### src/rtl/fifo_pkg.sv
// Shared constants and width helpers for the parametrised synchronous FIFO.
package fifo_pkg;

    localparam int FIFO_MODE_STD  = 0;
    localparam int FIFO_MODE_FWFT = 1;

    function automatic int addr_w(input int depth);
        return (depth > 1) ? $clog2(depth) : 1;
    endfunction

    // Count needs one extra bit to represent a completely full FIFO.
    function automatic int cnt_w(input int depth);
        return addr_w(depth) + 1;
    endfunction

endpackage

### src/rtl/sync_fifo_param_if.sv
// Write/read handshake, status and error signals of the FIFO.
interface sync_fifo_param_if
    import fifo_pkg::*;
#(
    parameter int DATA_WIDTH = 16,
    parameter int DATA_DEPTH = 16
);
    localparam int CW = cnt_w(DATA_DEPTH);

    logic                  clr;
    logic                  wr_en;
    logic [DATA_WIDTH-1:0] data_in;
    logic                  full;
    logic                  almost_full;
    logic                  rd_en;
    logic [DATA_WIDTH-1:0] data_out;
    logic                  data_valid;
    logic                  empty;
    logic                  almost_empty;
    logic [CW-1:0]         fill_count;
    logic                  overflow;
    logic                  underflow;

    modport master (
        output clr, wr_en, data_in, rd_en,
        input  full, almost_full, data_out, data_valid, empty, almost_empty,
               fill_count, overflow, underflow
    );

    modport slave (
        input  clr, wr_en, data_in, rd_en,
        output full, almost_full, data_out, data_valid, empty, almost_empty,
               fill_count, overflow, underflow
    );

endinterface

### src/rtl/fifo_mem_2p.sv
// Storage array: synchronous write port, asynchronous read port, no reset.
module fifo_mem_2p
    import fifo_pkg::*;
#(
    parameter int DATA_WIDTH = 16,
    parameter int DATA_DEPTH = 16,
    parameter int ADDR_WIDTH = addr_w(DATA_DEPTH)
) (
    input  logic                  clk,
    input  logic                  we,
    input  logic [ADDR_WIDTH-1:0] waddr,
    input  logic [DATA_WIDTH-1:0] wdata,
    input  logic [ADDR_WIDTH-1:0] raddr,
    output logic [DATA_WIDTH-1:0] rdata
);
    logic [DATA_WIDTH-1:0] mem [DATA_DEPTH];

    always_ff @(posedge clk) begin
        if (we) mem[waddr] <= wdata;
    end

    assign rdata = mem[raddr];

endmodule

### src/rtl/sync_fifo_param.sv
// Parametrised synchronous FIFO with internal pointers, thresholds, FWFT option and sticky errors.
module sync_fifo_param
    import fifo_pkg::*;
#(
    parameter int DATA_WIDTH    = 16,
    parameter int DATA_DEPTH    = 16,
    parameter int AFULL_THRESH  = DATA_DEPTH - 2,
    parameter int AEMPTY_THRESH = 2,
    parameter int FWFT          = FIFO_MODE_STD
) (
    input  logic clk,
    input  logic rst,
    sync_fifo_param_if.slave bus
);
    localparam int ADDR_WIDTH = addr_w(DATA_DEPTH);
    localparam int CW         = cnt_w(DATA_DEPTH);

    localparam logic [CW-1:0]         DEPTH_C  = DATA_DEPTH[CW-1:0];
    localparam logic [CW-1:0]         AFULL_C  = AFULL_THRESH[CW-1:0];
    localparam logic [CW-1:0]         AEMPTY_C = AEMPTY_THRESH[CW-1:0];
    localparam logic [CW-1:0]         CNT_ONE  = 1;
    localparam logic [ADDR_WIDTH-1:0] PTR_ONE  = 1;

    logic [ADDR_WIDTH-1:0] wr_ptr, rd_ptr;
    logic [CW-1:0]         cnt;
    logic                  full, empty;
    logic                  wr_acc, rd_acc;
    logic                  ovf, unf;
    logic [DATA_WIDTH-1:0] rdata;

    // Flags decode from the registered count, so accepts see pre-edge state.
    assign full   = (cnt == DEPTH_C);
    assign empty  = (cnt == '0);
    assign wr_acc = bus.wr_en & ~full & ~bus.clr;
    assign rd_acc = bus.rd_en & ~empty & ~bus.clr;

    fifo_mem_2p #(
        .DATA_WIDTH (DATA_WIDTH),
        .DATA_DEPTH (DATA_DEPTH),
        .ADDR_WIDTH (ADDR_WIDTH)
    ) u_mem (
        .clk   (clk),
        .we    (wr_acc),
        .waddr (wr_ptr),
        .wdata (bus.data_in),
        .raddr (rd_ptr),
        .rdata (rdata)
    );

    always_ff @(posedge clk or posedge rst) begin
        if (rst) begin
            wr_ptr <= '0;
            rd_ptr <= '0;
            cnt    <= '0;
            ovf    <= 1'b0;
            unf    <= 1'b0;
        end else if (bus.clr) begin
            wr_ptr <= '0;
            rd_ptr <= '0;
            cnt    <= '0;
            ovf    <= 1'b0;
            unf    <= 1'b0;
        end else begin
            if (wr_acc) wr_ptr <= wr_ptr + PTR_ONE;
            if (rd_acc) rd_ptr <= rd_ptr + PTR_ONE;
            if (wr_acc && !rd_acc)      cnt <= cnt + CNT_ONE;
            else if (rd_acc && !wr_acc) cnt <= cnt - CNT_ONE;
            if (bus.wr_en && full)  ovf <= 1'b1;
            if (bus.rd_en && empty) unf <= 1'b1;
        end
    end

    assign bus.full         = full;
    assign bus.empty        = empty;
    assign bus.almost_full  = (cnt >= AFULL_C);
    assign bus.almost_empty = (cnt <= AEMPTY_C);
    assign bus.fill_count   = cnt;
    assign bus.overflow     = ovf;
    assign bus.underflow    = unf;

    if (FWFT == FIFO_MODE_FWFT) begin : g_fwft
        assign bus.data_out   = empty ? '0 : rdata;
        assign bus.data_valid = ~empty;
    end else begin : g_std
        logic [DATA_WIDTH-1:0] dout_q;
        logic                  dv_q;

        // Flush leaves the last read word on data_out; only a reset clears it.
        always_ff @(posedge clk or posedge rst) begin
            if (rst) begin
                dout_q <= '0;
                dv_q   <= 1'b0;
            end else if (bus.clr) begin
                dv_q   <= 1'b0;
            end else begin
                dv_q <= rd_acc;
                if (rd_acc) dout_q <= rdata;
            end
        end

        assign bus.data_out   = dout_q;
        assign bus.data_valid = dv_q;
    end

endmodule

### src/flat_wrapper.sv
// flat-port wrapper written by rule: the top's interface ports become plain ports
module sync_fifo_param_flat import fifo_pkg::*;
#(
    parameter int DATA_WIDTH    = 16,
    parameter int DATA_DEPTH    = 16,
    parameter int AFULL_THRESH  = DATA_DEPTH - 2,
    parameter int AEMPTY_THRESH = 2,
    parameter int FWFT          = FIFO_MODE_STD
)
  (clk, rst, bus_clr, bus_wr_en, bus_data_in, bus_rd_en, bus_full, bus_almost_full, bus_data_out, bus_data_valid, bus_empty, bus_almost_empty, bus_fill_count, bus_overflow, bus_underflow);
  sync_fifo_param_if #(.DATA_WIDTH(DATA_WIDTH), .DATA_DEPTH(DATA_DEPTH)) bus_i ();
  input  logic clk;
  input  logic rst;
  input wire logic [$bits(bus_i.clr)-1:0] bus_clr;
  input wire logic [$bits(bus_i.wr_en)-1:0] bus_wr_en;
  input wire logic [$bits(bus_i.data_in)-1:0] bus_data_in;
  input wire logic [$bits(bus_i.rd_en)-1:0] bus_rd_en;
  output wire logic [$bits(bus_i.full)-1:0] bus_full;
  output wire logic [$bits(bus_i.almost_full)-1:0] bus_almost_full;
  output wire logic [$bits(bus_i.data_out)-1:0] bus_data_out;
  output wire logic [$bits(bus_i.data_valid)-1:0] bus_data_valid;
  output wire logic [$bits(bus_i.empty)-1:0] bus_empty;
  output wire logic [$bits(bus_i.almost_empty)-1:0] bus_almost_empty;
  output wire logic [$bits(bus_i.fill_count)-1:0] bus_fill_count;
  output wire logic [$bits(bus_i.overflow)-1:0] bus_overflow;
  output wire logic [$bits(bus_i.underflow)-1:0] bus_underflow;
  assign bus_i.clr = bus_clr;
  assign bus_i.wr_en = bus_wr_en;
  assign bus_i.data_in = bus_data_in;
  assign bus_i.rd_en = bus_rd_en;
  assign bus_full = bus_i.full;
  assign bus_almost_full = bus_i.almost_full;
  assign bus_data_out = bus_i.data_out;
  assign bus_data_valid = bus_i.data_valid;
  assign bus_empty = bus_i.empty;
  assign bus_almost_empty = bus_i.almost_empty;
  assign bus_fill_count = bus_i.fill_count;
  assign bus_overflow = bus_i.overflow;
  assign bus_underflow = bus_i.underflow;
  sync_fifo_param #(.DATA_WIDTH(DATA_WIDTH), .DATA_DEPTH(DATA_DEPTH), .AFULL_THRESH(AFULL_THRESH), .AEMPTY_THRESH(AEMPTY_THRESH), .FWFT(FWFT)) u_core (.clk(clk), .rst(rst), .bus(bus_i));
endmodule
### config.mk
export PLATFORM = sky130hd
export DESIGN_NAME = sync_fifo_param_flat
export DESIGN_NICKNAME = d
export VERILOG_FILES = /design/src/rtl/fifo_pkg.sv /design/src/rtl/sync_fifo_param_if.sv /design/src/rtl/fifo_mem_2p.sv /design/src/rtl/sync_fifo_param.sv /design/src/flat_wrapper.sv
export SDC_FILE = /design/constraint.sdc
export NUM_CORES = 1
export LEC_CHECK = 0
export CAP_MARGIN = 5
export CORE_MARGIN = 3
export CORE_UTILIZATION = 54
export CTS_CLUSTER_DIAMETER = 80
export DETAILED_ROUTE_END_ITERATION = 8
export PLACE_DENSITY = 0.74
export RECOVER_POWER = 25
export SLEW_MARGIN = 10
export SYNTH_ARGS = -nofsm -noshare
export SYNTH_HDL_FRONTEND = slang
export SYNTH_SLANG_ARGS = --single-unit
### constraint.sdc
create_clock -name clk -period 2.7 [get_ports clk]
set_input_delay 0.81 -clock clk [delete_from_list [all_inputs] [get_ports clk]]
set_output_delay 0.81 -clock clk [all_outputs]
set_load 0.005 [all_outputs]
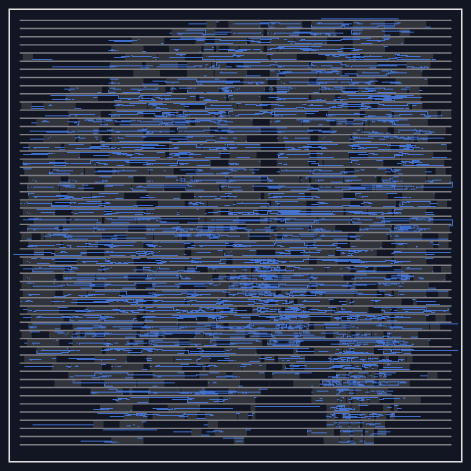
(images/m1.png)
Scale: 3 px per um. Supply wires on this layer in grey.
nets with wire on the layer	652
main direction	horizontal
share of all routed wire	40%

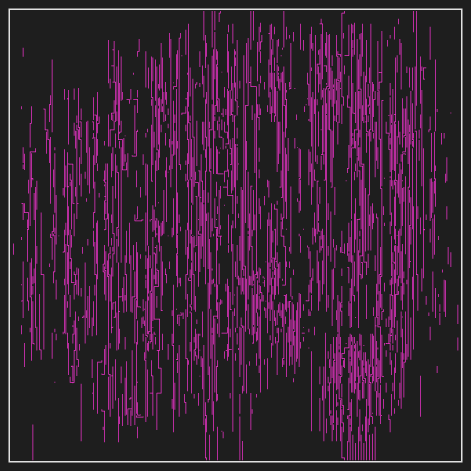
(images/m2.png)
Scale: 3 px per um.
longest straight run	70.2 um
share of all routed wire	51%
nets with wire on the layer	626
routed vias: 5675
Post-Route WL: 23.5 mm
met2 Resource Use GR: 36.7%

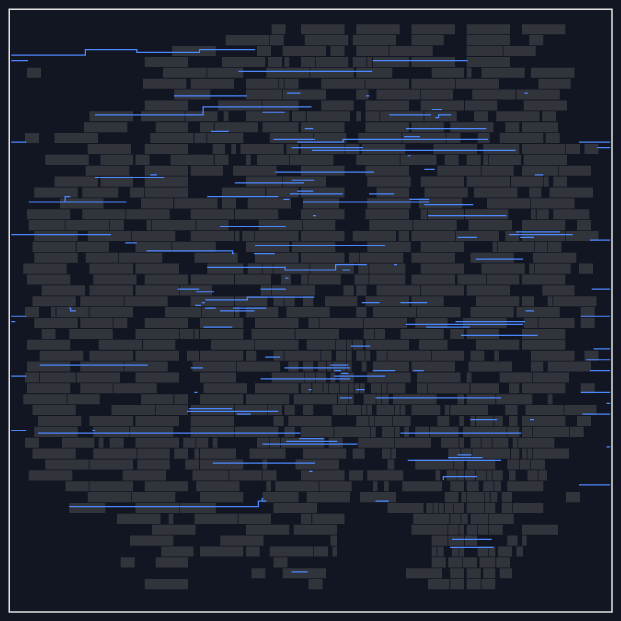
(images/m3.png)
Scale: 4 px per um.
share of all routed wire	6.3%
main direction	horizontal
longest straight run	65.3 um
met3 global-route usage: 3.97%

==> flow_summary.json <==
{
  "comb_cell_power_mw": 1.77,
  "openroad.warnings": 32,
  "synth_area_mm2": 0.0113,
  "seq-power_mw": 5.27,
  "clock_area_share_pct": 6.74,
  "clockRootBuffer": "clkbuf_16",
  "min_period_ns": 2.68,
  "skew_ns": 0.00851,
  "synth-xor-area-share_pct": 0.867,
  "largest_reg_flops": 256,
  "critPathSlowestCell": "or4_4",
  "peakVddDrop_mv": 0.614,
  "cp.arrival_ns": 1.87,
  "switchingPower_mw": 2.60,
  "setup_ws_ns": 0.0180,
  "grt_util_met1_pct": 29.8,
  "num_antenna_cells": 0,
  "core_area_mm2": 0.0204,
  "cts_buffers": 28,
  "cp-end-kind": "output port",
  "grt_pass1_vias": 6058,
  "cts-hold-fix-buffers": 0,
  "top_logic_kind": "multiplexers",
  "leakagePower_nw": 4.44,
  "pwr-share-comb_pct": 16.3,
  "ys_sh_adder_pct": 1.18,
  "comb_share_pct": 19.8,
  "p_sw_share_pct": 23.9,
  "powerDensity_mw_per_mm2": 806,
  "overflow": 0,
  "final_cell_area_mm2": 0.0135,
  "grt_pass1_wl_mm": 36.3,
  "status": "complete, no violations",
  "buffer_area_share_pct": 7.75,
  "reg2regPathDepth": 11
}
-- placed cells by master (no fill, tap or decap), drive strengths merged --
cell type / Yosys / final
nand4: 2 / 2
ha: 9 / 9
nor3: 6 / 6
o31a: 1 / 1
a211oi: 1 / 1
dlygate4sd2: 0 / 2
buf: 16 / 63
a21o: 2 / 2
nor2: 28 / 28
bufinv: 0 / 3
o21ai: 1 / 1
or4: 1 / 1
a21oi: 8 / 8
xor2: 5 / 5
clkinvlp: 0 / 2
or3: 3 / 3
dlygate4sd3: 0 / 10
mux2i: 34 / 34
mux4: 64 / 64
clkbuf: 11 / 34
inv: 5 / 5
nand2: 29 / 29
fa: 1 / 1
clkinv: 0 / 12
clkdlybuf4s50: 0 / 35
edfxtp: 256 / 256
o21a: 1 / 1
clkdlybuf4s15: 0 / 1
o221ai: 16 / 16
nand3: 4 / 4
and2: 1 / 1
o31ai: 1 / 1
nand2b: 3 / 3
dfrtp: 32 / 32
xnor2: 4 / 4
-- Yosys cell counts (all sizes together) --
cell type | n | area, um2
a211oi | 1 | 7.51
a21o | 2 | 15.0
a21oi | 8 | 43.8
and2 | 1 | 6.26
buf | 16 | 81.3
clkbuf | 11 | 41.3
dfrtp | 32 | 801
edfxtp | 256 | 7690
fa | 1 | 20.0
ha | 9 | 113
inv | 5 | 18.8
mux2i | 34 | 340
mux4 | 64 | 1440
nand2 | 29 | 111
nand2b | 3 | 18.8
nand3 | 4 | 20.0
nand4 | 2 | 12.5
nor2 | 28 | 105
nor3 | 6 | 30.0
o21a | 1 | 15.0
o21ai | 1 | 5.00
o221ai | 16 | 140
o31a | 1 | 17.5
o31ai | 1 | 21.3
or3 | 3 | 28.8
or4 | 1 | 11.3
xnor2 | 4 | 53.8
xor2 | 5 | 43.8
-- how the worst min path moves through the flow --
stage / start / to / slack, ns / depth (start not counted)
floorplan: u_core.bus.data_out[0]$_DFFE_PP0P_ / u_core.bus.data_out[0]$_DFFE_PP0P_ / 0.48 / 2
global placement: u_core.bus.data_out[2]$_DFFE_PP0P_ / u_core.bus.data_out[2]$_DFFE_PP0P_ / 0.47 / 2
detailed placement: u_core.bus.data_out[0]$_DFFE_PP0P_ / u_core.bus.data_out[0]$_DFFE_PP0P_ / 0.49 / 2
CTS: u_core.bus.data_out[1]$_DFFE_PP0P_ / u_core.bus.data_out[1]$_DFFE_PP0P_ / 0.50 / 2
global route: u_core.bus.data_out[1]$_DFFE_PP0P_ / u_core.bus.data_out[1]$_DFFE_PP0P_ / 0.53 / 2
finish: u_core.bus.overflow$_DFFE_PP0P_ / u_core.bus.overflow$_DFFE_PP0P_ / 0.50 / 2
-- per-stage QoR --
| step | cells | setup TNS [ns] | hold WS [ns] | utilization (%) | power, mW |
|---|---|---|---|---|---|
| after detailed placement | 896 | -0.569 | 0.491 | 61.4 | 7.09 |
| final | 950 | 0 | 0.503 | 66.1 | 10.8 |
| after global routing | 950 | -0.0323 | 0.531 | 66.1 | 11.3 |
| after floorplan | 545 | -6.26 | 0.480 | - | 6.23 |
| after CTS | 950 | 0 | 0.501 | 66.1 | 10.9 |
| after global placement | 896 | -0.232 | 0.473 | 61.4 | 7.02 |
Power and IR drop assume default switching activity.
